**src/rtl/poly_sub_ctrl.sv**
```systemverilog
// poly_sub_ctrl
//   Streams N coefficient pairs from the A/B polynomial memories through a
//   modular subtractor and writes the N results to the C memory.
//   One coefficient per clock; reports busy/done to the scheduler.
//
// Ports
//   clk_i      : clock, rising edge
//   rst_i      : synchronous active-high reset
//   start_i    : launch a vector operation (accepted in IDLE only)
//   abort_i    : cancel the operation in progress (RUN/DRAIN only)
//   q_i        : modulus, latched on an accepted start
//   rd_en_o    : read strobe shared by A and B memories
//   rd_addr_o  : read address shared by A and B memories
//   a_data_i   : A read data, valid one cycle after rd_en_o
//   b_data_i   : B read data, valid one cycle after rd_en_o
//   c_we_o     : C write enable
//   c_addr_o   : C write address
//   c_data_o   : C write data
//   busy_o     : high in RUN and DRAIN
//   done_o     : one-cycle completion pulse

// mod_sub: c = (a - b + (a < b ? q : 0)) mod 2^23, a/b compared on 24 bits.
module mod_sub (
    input  logic [23:0] a_i,
    input  logic [23:0] b_i,
    input  logic [22:0] q_i,
    output logic [22:0] c_o
);
    logic        w_borrow;
    logic [24:0] w_full;

    assign w_borrow = (a_i < b_i);
    assign w_full   = {1'b0, a_i} - {1'b0, b_i} + (w_borrow ? {2'b00, q_i} : '0);
    assign c_o      = 23'(w_full);
endmodule

module poly_sub_ctrl #(
    parameter int N  = 256,
    parameter int AW = 8
) (
    input  logic          clk_i,
    input  logic          rst_i,
    input  logic          start_i,
    input  logic          abort_i,
    input  logic [22:0]   q_i,
    output logic          rd_en_o,
    output logic [AW-1:0] rd_addr_o,
    input  logic [23:0]   a_data_i,
    input  logic [23:0]   b_data_i,
    output logic          c_we_o,
    output logic [AW-1:0] c_addr_o,
    output logic [22:0]   c_data_o,
    output logic          busy_o,
    output logic          done_o
);
    localparam logic [AW-1:0] LAST_ADDR = AW'(N - 1);

    typedef enum logic [1:0] {
        S_IDLE,
        S_RUN,
        S_DRAIN,
        S_DONE
    } state_t;

    state_t        r_state;
    state_t        w_state_nxt;
    logic [AW-1:0] r_addr;      // address issued this cycle; holds when idle
    logic          r_drain;     // second DRAIN cycle marker
    logic [22:0]   r_q;
    logic          r_v1;        // read issued last cycle -> data on a/b inputs now
    logic [AW-1:0] r_addr1;
    logic          r_c_we;
    logic [AW-1:0] r_c_addr;
    logic [22:0]   r_c_data;
    logic          w_run;
    logic          w_abort;
    logic [22:0]   w_c;

    assign w_run   = (r_state == S_RUN);
    assign w_abort = abort_i && ((r_state == S_RUN) || (r_state == S_DRAIN));

    mod_sub u_mod_sub (
        .a_i (a_data_i),
        .b_i (b_data_i),
        .q_i (r_q),
        .c_o (w_c)
    );

    always_comb begin
        w_state_nxt = r_state;
        case (r_state)
            S_IDLE:  if (start_i) w_state_nxt = S_RUN;
            S_RUN: begin
                if (abort_i)                  w_state_nxt = S_IDLE;
                else if (r_addr == LAST_ADDR) w_state_nxt = S_DRAIN;
            end
            S_DRAIN: begin
                if (abort_i)      w_state_nxt = S_IDLE;
                else if (r_drain) w_state_nxt = S_DONE;
            end
            S_DONE:  w_state_nxt = S_IDLE;
            default: w_state_nxt = S_IDLE;
        endcase
    end

    always_ff @(posedge clk_i) begin
        if (rst_i) begin
            r_state  <= S_IDLE;
            r_addr   <= '0;
            r_drain  <= 1'b0;
            r_q      <= '0;
            r_v1     <= 1'b0;
            r_addr1  <= '0;
            r_c_we   <= 1'b0;
            r_c_addr <= '0;
            r_c_data <= '0;
        end else begin
            r_state <= w_state_nxt;

            if ((r_state == S_IDLE) && start_i) begin
                r_q    <= q_i;
                r_addr <= '0;
            end else if (w_run && !w_abort && (r_addr != LAST_ADDR)) begin
                r_addr <= r_addr + 1'b1;
            end

            r_drain <= (r_state == S_DRAIN) && !r_drain && !w_abort;

            // Abort kills both in-flight stages on the same edge.
            r_v1    <= w_run && !w_abort;
            r_addr1 <= r_addr;
            r_c_we  <= r_v1 && !w_abort;
            if (r_v1) begin
                r_c_addr <= r_addr1;
                r_c_data <= w_c;
            end
        end
    end

    assign rd_en_o   = w_run;
    assign rd_addr_o = r_addr;
    assign c_we_o    = r_c_we;
    assign c_addr_o  = r_c_addr;
    assign c_data_o  = r_c_data;
    assign busy_o    = (r_state == S_RUN) || (r_state == S_DRAIN);
    assign done_o    = (r_state == S_DONE);
endmodule

```
**config.mk**
```make
export PLATFORM = sky130hd
export DESIGN_NAME = poly_sub_ctrl
export DESIGN_NICKNAME = d
export VERILOG_FILES = /design/src/rtl/poly_sub_ctrl.sv
export SDC_FILE = /design/constraint.sdc
export NUM_CORES = 1
export LEC_CHECK = 0
export CORE_ASPECT_RATIO = 0.7
export CORE_UTILIZATION = 45
export DETAILED_ROUTE_END_ITERATION = 7
export PLACE_DENSITY = 0.8
export SKIP_CTS_REPAIR_TIMING = 1
export SYNTH_ARGS = -nofsm -noshare
export SYNTH_HDL_FRONTEND = slang
export SYNTH_SLANG_ARGS = --single-unit
export TNS_END_PERCENT = 1
```
**constraint.sdc**
```tcl
create_clock -name clk_i -period 6 [get_ports clk_i]
set_input_delay 0.9 -clock clk_i [delete_from_list [all_inputs] [get_ports clk_i]]
set_output_delay 0.9 -clock clk_i [all_outputs]
set_load 0.01 [all_outputs]
```
==> run summary, run 1 <==
Notes on the flow outputs.

- The run finished with clean final reports.
- The maximum number of pins on one net before global-route repair reads approximately 52.
- The path class of the lowest-slack min-delay path is reg2reg.
- The category of the most critical setup path reads in2reg.
- The total of fill cells in the finished design reads just over 900.
- The predominant post-synthesis flop cell is sky130_fd_sc_hd__dfxtp_1.
- The count of nets left with antenna violations once routing finished came out at 0.
- Across all hold checks on the routed design, the worst slack comes to 0.451 ns.
- The initial detailed-routing violation count reads 459.
- The highest-delay cell along the critical path reads sky130_fd_sc_hd__fa_1.
- TritonCTS built the clock tree.
- The signal arrival time at the worst endpoint is 6.00 ns.
- The top cell types in the final layout, fill and taps aside, are 116 x sky130_fd_sc_hd__clkdlybuf4s50_1, 95 x sky130_fd_sc_hd__nand2_1, 86 x sky130_fd_sc_hd__inv_1.
- The critical path maximum fanout is 5.
- The count of warnings emitted by yosys reads 0.
- Before CTS, the worst setup slack after placement is -0.182 ns.
- The sink count of the clock tree reads ~75.
- The relative slew slack reads a little over a third.
- The final critical path time including I/O delays and setup reads between 5 and 6 ns.
- The wire length of the first global-routing pass is between 20000 and 25000 µm.
- The reported max-cap violation count reads 0.
- The source of the worst hold timing path is r_q[5].
- The post-route core utilization is 62.8%.
- The power density normalized to cell area reads 247 nW/µm².
- The worst setup path is captured at a register.
- The number of nets in the final layout reads a little over 900.
- The area of the mapped netlist is between 5000 and 6000 µm².
- The xor and xnor area share after synthesis reads between 3 and 4%.
- The maximum level of the CTS H-tree is 3.
- The sum of net half-perimeters after detailed placement is about 11000 µm.
- The cell at the root of the clock tree is sky130_fd_sc_hd__clkbuf_16.
- The worst register-to-register path depth is 11.
- The global-route usage over all layers is between 20% and 30%.
- At the worst endpoint, the required time is about 6.3 ns.
- The hold path depth reads 2.
- Per the Yosys statistics, synthesis produced ~630 cells.
- The buffering stage count on the worst path with inverters included is 3.
- The maximum count of clock buffers along a single path is 2.
- The main logic family after synthesis reads adder cells.
- For the worst-skew pair, the clock arrives at the later sink with an insertion delay of approximately 0.34 ns.
- The end point of the critical path is c_data_o[22].
- Cells with a size suffix above 1 make up 6.25% of the layout.
- The cell-mix breakdown from Yosys lists the compound-gate area share as between 15 and 20%.
- The source of the worst register-to-register timing path is r_q[1].
- The part of the cycle the worst path needs is roughly 95%.
- By area the synthesized netlist is led by sky130_fd_sc_hd__dfxtp_1 29%, sky130_fd_sc_hd__ha_1 13%, sky130_fd_sc_hd__fa_1 8.6%.
- The count of endpoints failing hold in the final timing report reads 0.
- The area figure in the yosys stat output reads 5130 µm².
- The setup slack on the worst flop-to-flop path is roughly 2.8 ns.
- The residual DRC count reads 0.
- The placer congestion estimate is roughly 1.1.
- The I/O pin count reads 118.
- The total inserted antenna cells reads 0.
- Setup total negative slack on the finished layout was measured at 0 ns.
- Static timing analysis puts the maximum clock frequency at approximately 170 MHz.
- The flow measured a signed area growth from synthesis to layout of 35.3%.
- The synthesized netlist devotes a little under a fifth of its cell area to simple gates.
- The number of nets in the synthesized netlist reads approximately 780.
- The number of global-route vias before repair was ~4600.
- The pre-antenna-repair detailed-routing pass consisted of 5 iterations.
- The area of the placeable core reads ~11000 µm².
- The proportion of netlist area held by the largest area contributor reads 29.3%.
- The final global-route overflow total reads 0.
- The setup violation total in the final timing report is 0.
- The largest stage delay on the critical path is approximately 0.5 ns.
- After detailed routing, the number of vias per cell comes to 5.36.
[run 1: layout make-up]
type | instances | area (µm²) | share of cell area, %
clock buffer | 9 | 225 | 3.25
clock inverter | 7 | 95.1 | 1.37
inverter | 86 | 323 | 4.65
multi-input combinational | 451 | 3260 | 47.0
sequential | 75 | 1500 | 21.6
tap | 153 | 191 | 2.76
timing repair buffer | 140 | 1340 | 19.3
[run 1: cell usage after synthesis (all sizes together) (2+ instances only)]
library cell,instances
fa,22
and2,7
a311o,2
nand2,95
mux2i,20
xnor2,10
inv,86
a21oi,53
a211o,3
a211oi,9
a31oi,2
a2111oi,3
buf,5
nand4,10
o31a,2
nor4,4
o21a,2
nand3,12
ha,52
and3,6
a21o,7
a21boi,3
nand2b,4
o21bai,3
clkbuf,17
xor2,11
and4,2
o21ai,17
dfxtp,75
o211ai,3
nor3,8
nor3b,4
o311ai,3
nor2b,10
o22ai,3
nor2,47
[run 1: state kept, by name, indices dropped and copies added, names as in the netlist]
signal,flops
rd_addr_o,8
r_addr1,8
c_addr_o,8
r_q,23
r_state,2
c_we_o,1
c_data_o,23
r_v1,1
r_drain,1
[run 1: report_power, final]
group | switching [mW] | internal [mW] | leakage (nW) | total, mW
clock | 0.240 | 0.334 | 0.157 | 0.574
combinational | 0.310 | 0.271 | 2.30 | 0.581
sequential | 0.0243 | 0.531 | 0.610 | 0.556
total | 0.574 | 1.14 | 3.06 | 1.71
[run 1: routing by layer]
layer	vias up	routed length, µm	global-route usage [%]
met5	-	0	0
met4	0	184	6.49
met3	20	963	5.48
met2	200	6300	37.3
met1	2325	6330	32.3
li1	2387	-	-
[run 1: stage by stage]
stage	total power, mW	instance area [µm²]	instances
floorplan	0.908	5130	633
global placement	1.11	6570	903
detailed placement	1.13	6570	903
CTS	1.71	6890	919
global route	1.81	6940	921
finish	1.71	6940	921
Run 1, zoomed window:
Window x 50 to 80, y 49 to 79 µm. Cells in gray, sequential cells in the stronger gray; small squares are vias.
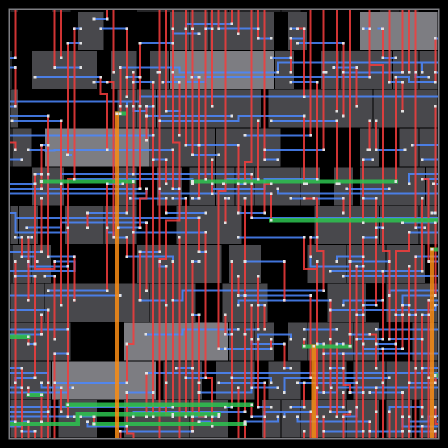
[met2] red
[met1] blue
[met3] green
[met4] orange
cells with their middle in the window: 82
netlist names of flops here include: r_q (3), c_data_o (2)
sequential cells in the window: 5
most frequent: inv_1 (12), nand2_1 (11), ha_1 (9)

Run 1, gate families picked out:
Scale: 4 px per µm.
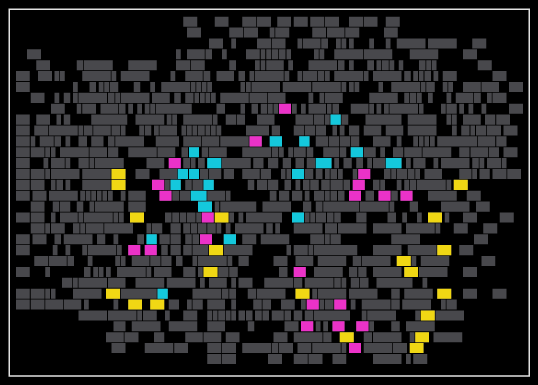
[XOR/XNOR gates] magenta | cells: 21
[multiplexers] yellow | cells: 20
[AND-OR and OR-AND gates] cyan | cells: 19

Run 1, metal 1:
Scale: 3 px per µm. Supply wires on this layer in gray.
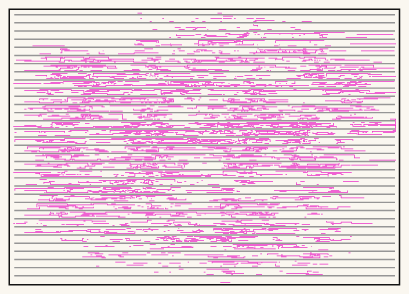
longest straight run: 47.4 µm
wire length on this layer: 6330 µm
main direction: horizontal
via count: 4932
met1 usage: 32.3%
total wire length after detailed routing: 13800 µm

Run 1, metal layers overlaid:
Scale: 3 px per µm. Two of the layers only.
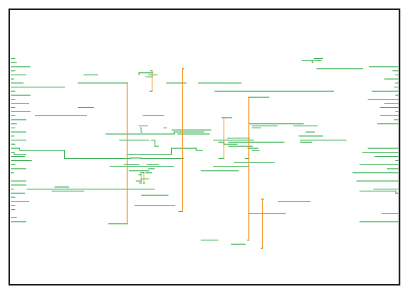

==> run 1 -> run 2 <==
--- a/config.mk
+++ b/config.mk
@@ -5,10 +5,11 @@
 export SDC_FILE = /design/constraint.sdc
 export NUM_CORES = 1
 export LEC_CHECK = 0
+export ABC_AREA = 1
 export CORE_ASPECT_RATIO = 0.7
 export CORE_UTILIZATION = 45
 export DETAILED_ROUTE_END_ITERATION = 7
-export PLACE_DENSITY = 0.8
+export PLACE_DENSITY = 0.79
 export SKIP_CTS_REPAIR_TIMING = 1
 export SYNTH_ARGS = -nofsm -noshare
 export SYNTH_HDL_FRONTEND = slang
Run 2, metal layers overlaid:
Scale: 3 px per µm. Two of the layers only.
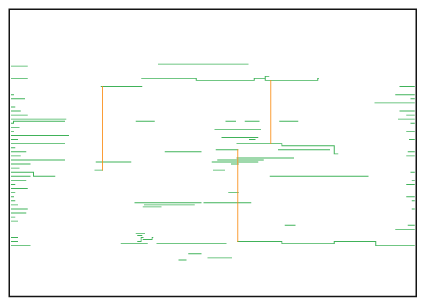
[met3] green | wire length: 781 µm
[met4] orange | wire length: 79.6 µm
total wire length after detailed routing: 14700 µm
via count: 5308
routed length per instance: 13.5 µm
gr usage total: 23.9%

==> run 2 against run 1 <==
  * Flip-flop count is the same
  * Wire length is 6.7% higher
  * Total power is 47% higher
  * Die size increased by 8.7%
  * Highest routed layer unchanged
  * Non-clock buffer count fell by 21
  * Register-to-register slack improved by 0.23 ns
  * Largest cell class unchanged
  * Count of clock-buffer cells in the layout stayed put
  * Synthesized area is 8.9% higher
  * Critical path type unchanged
  * Synthesized cell count rose by 29%
  * Via count grew 7.6%
==> run summary, run 2 <==
Notes on the flow outputs.

- The global routing's busiest layer reads met1 (was met2).
- The routed length on met3 is 781 µm (was 963 µm).
- The area figure in the yosys stat output is 5590 µm² (was 5130 µm²).
- The largest stage delay on the critical path reads 0.51 ns (was 0.50 ns).
- The post-route core utilization is 60.4% (was 62.8%).
- The proportion of netlist area held by the largest area contributor reads 26.9% (was 29.3%).
- The growth of design area from synthesis to finish is 28.7% (was 35.3%).
- The routed length on met1 is 8030 µm (was 6330 µm).
- The highest-delay cell along the critical path reads sky130_fd_sc_hd__clkdlybuf4s50_1 (was sky130_fd_sc_hd__fa_1).
- The peak fanout along the critical path came to 17 (was 5).
- The buffering stage count on the worst path with inverters included reads 5 (was 3).
- The placement-stage cell area reads 6890 µm² (was 6570 µm²).
- The placer congestion estimate is 0.932 (was 1.05).
- Run status: completed (unchanged).
- The signal arrival time at the worst endpoint is 4.96 ns (was 6.00 ns).
- The count of placed standard cells in the final layout, fillers left out reads 1088 (was 921).
- The worst hold slack after final layout was 0.420 ns (was 0.451 ns).
- The total of fill cells in the finished design is 1122 (was 928).
- Commonest cells in the netlist: 156 x sky130_fd_sc_hd__inv_1, 139 x sky130_fd_sc_hd__nor2_1, 134 x sky130_fd_sc_hd__nand2_1 (was 95 x sky130_fd_sc_hd__nand2_1, 86 x sky130_fd_sc_hd__inv_1, 75 x sky130_fd_sc_hd__dfxtp_1).
- The vias per cell reads 4.88 (was 5.36).
- The setup violation total in the final timing report reads 0 (unchanged).
- The total non-filler cell area in the finished layout reads 7190 µm² (was 6940 µm²).
- The wire length of the first global-routing pass reads 23700 µm (was 21900 µm).
- The most common cell in the netlist is sky130_fd_sc_hd__inv_1 (was sky130_fd_sc_hd__nand2_1).
- The number of placed cells counting well taps is 1072 (was 903).
- The path class of the lowest-slack min-delay path reads reg2reg (unchanged).
- The yosys stat cell total reads 816 (was 633).
- The total inserted antenna cells reads 0 (unchanged).
- The number of optimization iterations in the first detailed-route pass was 5 (unchanged).
- The residual DRC count is 0 (unchanged).
- The amount of wire on met2 after detailed routing reads 5820 µm (was 6300 µm).
- The reported max-cap violation count is 0 (unchanged).
- The count of warnings emitted by yosys reads 0 (unchanged).
- Cells taking the most area after synthesis: sky130_fd_sc_hd__dfxtp_1 27%, sky130_fd_sc_hd__ha_1 12%, sky130_fd_sc_hd__inv_1 10% (was sky130_fd_sc_hd__dfxtp_1 29%, sky130_fd_sc_hd__ha_1 13%, sky130_fd_sc_hd__fa_1 8.6%).
- The clock tree from TritonCTS is done (unchanged).
- The area of the placeable core is 11900 µm² (was 11100 µm²).
- The met1 track demand over resource in global routing came to 35.8% (was 32.3%).
- The setup total negative slack reads 0 ns (unchanged).
- The initial detailed-routing violation count is 344 (was 459).
- Top Layout Cells: 156 x sky130_fd_sc_hd__inv_1, 139 x sky130_fd_sc_hd__nor2_1, 134 x sky130_fd_sc_hd__nand2_1 (was 116 x sky130_fd_sc_hd__clkdlybuf4s50_1, 95 x sky130_fd_sc_hd__nand2_1, 86 x sky130_fd_sc_hd__inv_1).
- The effective utilization at floorplan is 47.0% (was 46.4%).
- The predominant post-synthesis flop cell is sky130_fd_sc_hd__dfxtp_1 (unchanged).
- The type of destination of the critical path reads a register (unchanged).
- The highest clock frequency the design can meet reads 214 MHz (was 175 MHz).
- The combinational gate area is 3370 µm² (was 3260 µm²).
- The uppermost layer routed is met4 (unchanged).
- The number of nets in the synthesized netlist came to 965 (was 782).
- The part of the cycle the worst path needs is 77.9% (was 95.3%).
- The global-route met2 utilization came to 35.1% (was 37.3%).
- The I/O pin count reads 118 (unchanged).
- The maximum level of the CTS H-tree came to 3 (unchanged).
- The share of flip-flops with an asynchronous set or reset was 0% (unchanged).
- The maximum count of clock buffers along a single path is 2 (unchanged).
- The residual antenna-violating net count after detailed routing came to 0 (unchanged).
- The sum of net half-perimeters after detailed placement is 11800 µm (was 10600 µm).
- The relative slew slack is 24.7% (was 35.9%).
- The maximum number of pins on one net before global-route repair is 44 (was 52).
- The later-pin clock latency in the skew report was 0.35 ns (was 0.34 ns).
- The required time reported for the critical path endpoint is 6.28 ns (was 6.29 ns).
- The sink count of the clock tree reads 75 (unchanged).
==> run 2: cell count changes in the layout (fill, tap and decap cells not counted), sizes merged, moves of 7 or more <==
cell	previous run	this run
a211oi	9	1
nand2	95	138
a21oi	53	44
inv	89	172
nor2	47	142
mux2i	20	0
nand3	12	29
and2	7	0
xnor2	10	3
buf	24	2
o21ai	17	64
nor2b	10	0
==> run 2: cell families (layout without fill, tap and decap cells) <==
group                      Yosys count  count (layout)  synth area share (%)
xor gates and xnor gates            12              12                  1.88
DFF                                 75              75                  26.9
buffers and inverters              189             304                  12.8
and+or+nand+nor                    335             335                  25.3
AOI/OAI and AO/OA                  131             131                  13.6
adders and majority gates           74              74                  19.5
==> run 2: power by group <==
group          internal, mW  switching, mW
combinational         0.511          0.769
sequential            0.615         0.0663
clock                 0.297          0.255
total                  1.42           1.09
==> run 2: cell type report <==
class | instances | share of cell area, %
Inverter | 169 | 8.83
Clock inverter | 7 | 1.06
Clock buffer | 9 | 3.13
Tap cell | 157 | 2.73
Multi-Input combinational cell | 552 | 46.8
Sequential cell | 75 | 20.9
Timing Repair Buffer | 119 | 16.5
==> run 2: worst paths after layout <==
check,to,startpoint,slack (ns),cells past startpoint
setup reg to reg,rd_addr_o[2],r_state[0],2.98,7
hold reg to reg,r_drain,r_drain,0.42,1
setup / recovery,c_data_o[10],b_data_i[11],1.33,21
hold / removal,r_drain,r_drain,0.42,1
==> run 2: per-stage QoR <==
step	setup WS [ns]	total power, mW
6_report	1.33	2.51
4_1_cts	1.37	2.51
2_1_floorplan	1.96	1.53
3_5_place_dp	1.02	1.95
5_1_grt	1.02	2.72
3_3_place_gp	1.01	1.94
Run 2, gate families picked out:
Scale: 3 px per µm.
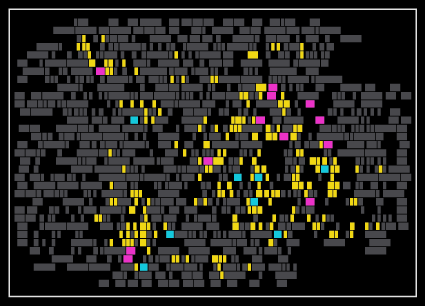

==> run 2 -> run 3 <==
==> constraint.sdc (replaced) <==
create_clock -name clk_i -period 4.9 [get_ports clk_i]
set_input_delay 0.735 -clock clk_i [delete_from_list [all_inputs] [get_ports clk_i]]
set_output_delay 0.735 -clock clk_i [all_outputs]
set_load 0.01 [all_outputs]
Run 3, gate families picked out:
Scale: 3 px per µm.
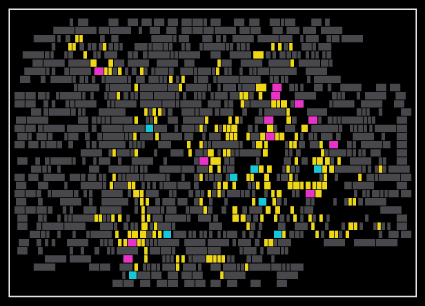
[NAND gates] yellow | cells: 180
[XOR/XNOR gates] magenta | cells: 12
[AND-OR and OR-AND gates] cyan | cells: 8

==> run 3 against run 2 <==
  * Global-route usage increased by 0.37 points
  * First-iteration DRC count rose by 4.1%
  * Flip-flop count unchanged
  * Cell count barely moved
  * Cell area grew 0.10%
  * Count of clock-buffer cells in the layout is the same
  * Non-clock buffer count grew 1
  * Combinational power grew 23%
  * Total power is 23% higher
  * Die size did not move
  * Critical path depth is the same
  * Critical path type unchanged
  * Critical endpoint unchanged
  * Largest power group unchanged
  * Highest routed layer unchanged
==> run summary, run 3 <==
Notes on the flow outputs.

- The placer congestion estimate is 0.946 (was 0.932).
- The most common cell in the netlist is sky130_fd_sc_hd__inv_1 (unchanged).
- The I/O pin count is 118 (unchanged).
- The total non-filler cell area in the finished layout is 7190 µm² (about the same).
- Cells taking the most area after synthesis: sky130_fd_sc_hd__dfxtp_1 27%, sky130_fd_sc_hd__ha_1 12%, sky130_fd_sc_hd__inv_1 10% (unchanged).
- The highest clock frequency the design can meet reads about 220 MHz.
- The x dimension of the die is 135 µm (unchanged).
- The area of the placeable core came to 11900 µm² (unchanged).
- The hold-critical path endpoint was r_drain (unchanged).
- Run status: completed (unchanged).
- The count of input and output buffers is 117 (unchanged).
- The total of fill cells in the finished design is 1111 (was 1122).
- The worst path uses a little over 90% of the clock period.
- The sum of net half-perimeters after detailed placement was 12000 µm (was 11800 µm).
- The capturing point of the worst reg2reg path reads c_data_o[10] (was rd_addr_o[2]).
- The site row count is 33 (unchanged).
- The number of standard cells after synthesis came to 816 (unchanged).
- The residual antenna-violating net count after detailed routing is 0 (unchanged).
- The type of destination of the critical path reads a register (unchanged).
- The initial detailed-routing violation count is 358 (was 344).
- The share of flip-flops with an asynchronous set or reset is 0% (unchanged).
- The area figure in the yosys stat output reads 5590 µm² (unchanged).
- The number of global-route vias before repair reads 4958 (was 4909).
- The hold path depth was 1 (unchanged).
- The largest stage delay on the critical path is 0.52 ns (was 0.51 ns).
- The setup clock skew after layout is 0.0114 ns (was 0.0127 ns).
- The number of nets in the final layout came to 1076 (was 1075).
- The setup total negative slack is 0 ns (unchanged).
- The sink count of the clock tree reads 75 (unchanged).
- The later-pin clock latency in the skew report reads 0.35 ns (about the same).
- The number of cells on the critical path came to 21 (unchanged).
- The peak supply drop is 0.237 mV (was 0.186 mV).
- Commonest cells in the netlist: 156 x sky130_fd_sc_hd__inv_1, 139 x sky130_fd_sc_hd__nor2_1, 134 x sky130_fd_sc_hd__nand2_1 (unchanged).
- The count of warnings emitted by yosys is 0 (unchanged).
- The predominant post-synthesis flop cell is sky130_fd_sc_hd__dfxtp_1 (unchanged).
- The number of nets in the synthesized netlist came to 965 (unchanged).
- Setup repair after global routing missed its margin: no (unchanged).
- The count of flip-flops with a built-in enable after synthesis is 0 (unchanged).
- The global-route usage over all layers is 24.2% (was 23.9%).
- The buffering stage count on the worst path with inverters included is 5 (unchanged).
- The slack of the critical path was 0.372 ns (was 1.33 ns).
- The effective utilization at floorplan is 47.0% (unchanged).
- The proportion of netlist area held by the largest area contributor reads 26.9% (unchanged).
- The path class of the lowest-slack min-delay path is reg2reg (unchanged).
- The worst setup path startpoint is b_data_i[19] (was b_data_i[11]).
- The fraction of layout cells with a size suffix above 1 is 5.47% (was 5.37%).
- The transition at the pin with the smallest max-transition slack is 1.08 ns (was 1.13 ns).
- The highest-delay cell along the critical path is sky130_fd_sc_hd__clkdlybuf4s50_1 (unchanged).
- The signal arrival time at the worst endpoint is 4.81 ns (was 4.96 ns).
- The post-route total power is 3.08 mW (was 2.51 mW).
- The maximum level of the CTS H-tree was 3 (unchanged).
- The setup slack on the worst flop-to-flop path reads 2.23 ns (was 2.98 ns).
- The peak fanout along the critical path is 17 (unchanged).
- The per-cell routed wire length reads 13.6 µm (was 13.5 µm).
- The total detailed-routing wirelength is 14800 µm (was 14700 µm).
- The relative slew slack reads 27.8% (was 24.7%).
- The required time reported for the critical path endpoint was 5.18 ns (was 6.28 ns).
- The number of optimization iterations in the first detailed-route pass was 5 (unchanged).
- The source of the worst register-to-register timing path is r_q[5] (was r_state[0]).
- The maximum number of pins on one net before global-route repair was 44 (unchanged).
- The maximum count of clock buffers along a single path was 2 (unchanged).
- The cell at the root of the clock tree is sky130_fd_sc_hd__clkbuf_16 (unchanged).
- The clock period could shrink to between 4 and 5 ns.
- The wire length of the first global-routing pass reads 24100 µm (was 23700 µm).
- The source of the worst hold timing path is r_drain (unchanged).
- The area of the mapped netlist is 5590 µm² (unchanged).
- The setup violation total in the final timing report is 0 (unchanged).
- The most common cell type on the critical path is sky130_fd_sc_hd__nand2_1 (unchanged).
- The yosys stat cell total reads 816 (unchanged).
- The reported max-cap violation count was 0 (unchanged).
- The count of placed standard cells in the final layout, fillers left out reads 1089 (was 1088).
- The vias per cell is 4.92 (was 4.88).
- The count of endpoints failing hold in the final timing report reads 0 (unchanged).
- The category of the most critical setup path is in2reg (unchanged).
- The post-placement worst setup slack is 0.0749 ns (was 1.02 ns).
- The placement-stage cell area came to 6890 µm² (about the same).
- The number of placed cells counting well taps is 1073 (was 1072).
- The total vias in the final route is 5362 (was 5308).
- The worst-case reg-to-reg path depth came to 10 (was 7).
- The power density normalized to cell area came to 428 nW/µm² (was 350 nW/µm²).
- The residual DRC count reads 0 (unchanged).
- The post-route core utilization was 60.5% (was 60.4%).
- The worst hold slack after final layout is 0.422 ns (was 0.420 ns).
- The clock tree from TritonCTS was done (unchanged).
- The total inserted antenna cells reads 0 (unchanged).
- The growth of design area from synthesis to finish is 28.8% (was 28.7%).
- The final global-route overflow total reads 0 (unchanged).
- Top Layout Cells: 156 x sky130_fd_sc_hd__inv_1, 139 x sky130_fd_sc_hd__nor2_1, 134 x sky130_fd_sc_hd__nand2_1 (unchanged).
- The end point of the critical path reads c_data_o[10] (unchanged).
[run 3: cell types whose count changed in the layout (fill, tap and decap cells not counted)]
cell                    previous run  this run
sky130_fd_sc_hd__buf_4             2         3
[run 3: cell type report]
cell class                 count  area (µm²)  area share, %
multi-input combinational    552        3370           46.8
inverter                     169         634           8.82
timing repair buffer         120        1190           16.6
sequential                    75        1500           20.9
tap                          157         196           2.73
clock buffer                   9         225           3.13
clock inverter                 7        76.3           1.06
[run 3: report_power, final]
part / switching, mW / internal (mW)
combinational: 0.943 / 0.628
sequential: 0.0837 / 0.753
clock: 0.312 / 0.364
total: 1.34 / 1.74
[run 3: worst reg2reg max path, stage by stage (launching register included)]
cell and delay [ns]:
sky130_fd_sc_hd__dfxtp_1 0.31, sky130_fd_sc_hd__inv_1 0.05, sky130_fd_sc_hd__nor2_1 0.19, sky130_fd_sc_hd__fa_1 0.45
sky130_fd_sc_hd__ha_1 0.38, sky130_fd_sc_hd__a21oi_1 0.30, sky130_fd_sc_hd__a21boi_4 0.33, sky130_fd_sc_hd__o21ai_1 0.15
sky130_fd_sc_hd__xor2_1 0.29, sky130_fd_sc_hd__o21ai_1 0.09, sky130_fd_sc_hd__inv_1 0.07
[run 3: cells by family (layout without fill, tap and decap cells)]
family | after synthesis | in the layout | synth area share (%)
buffers and inverters | 189 | 305 | 12.8
DFF | 75 | 75 | 26.9
AOI/OAI and AO/OA | 131 | 131 | 13.6
adders and majority gates | 74 | 74 | 19.5
xor gates and xnor gates | 12 | 12 | 1.88
and+or+nand+nor | 335 | 335 | 25.3
[run 3: metal layers]
layer / GRT usage [%] / vias to the layer above / wire length [µm]
met5: 0 / - / 0
met4: 5.52 / 0 / 65
met3: 4.31 / 6 / 1030
met2: 35.4 / 181 / 6020
met1: 36.5 / 2400 / 7720
li1: - / 2775 / -

==> gallery <==
Congestion heat map.
image #1
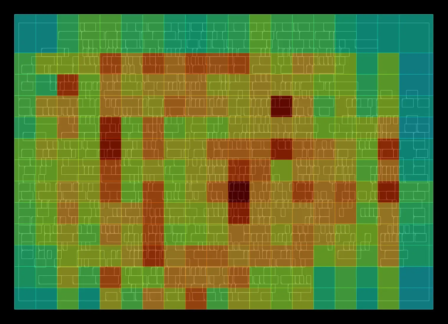
image #2
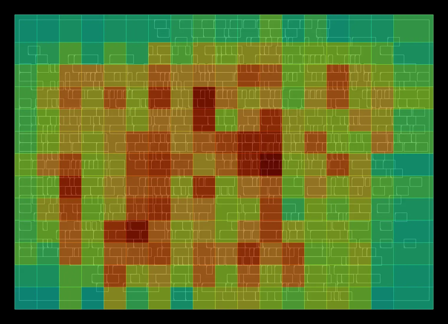
Run 1 is image #2.
Run 2 is image #1.

No activity file was given, so power comes from the tool's default toggle rates.
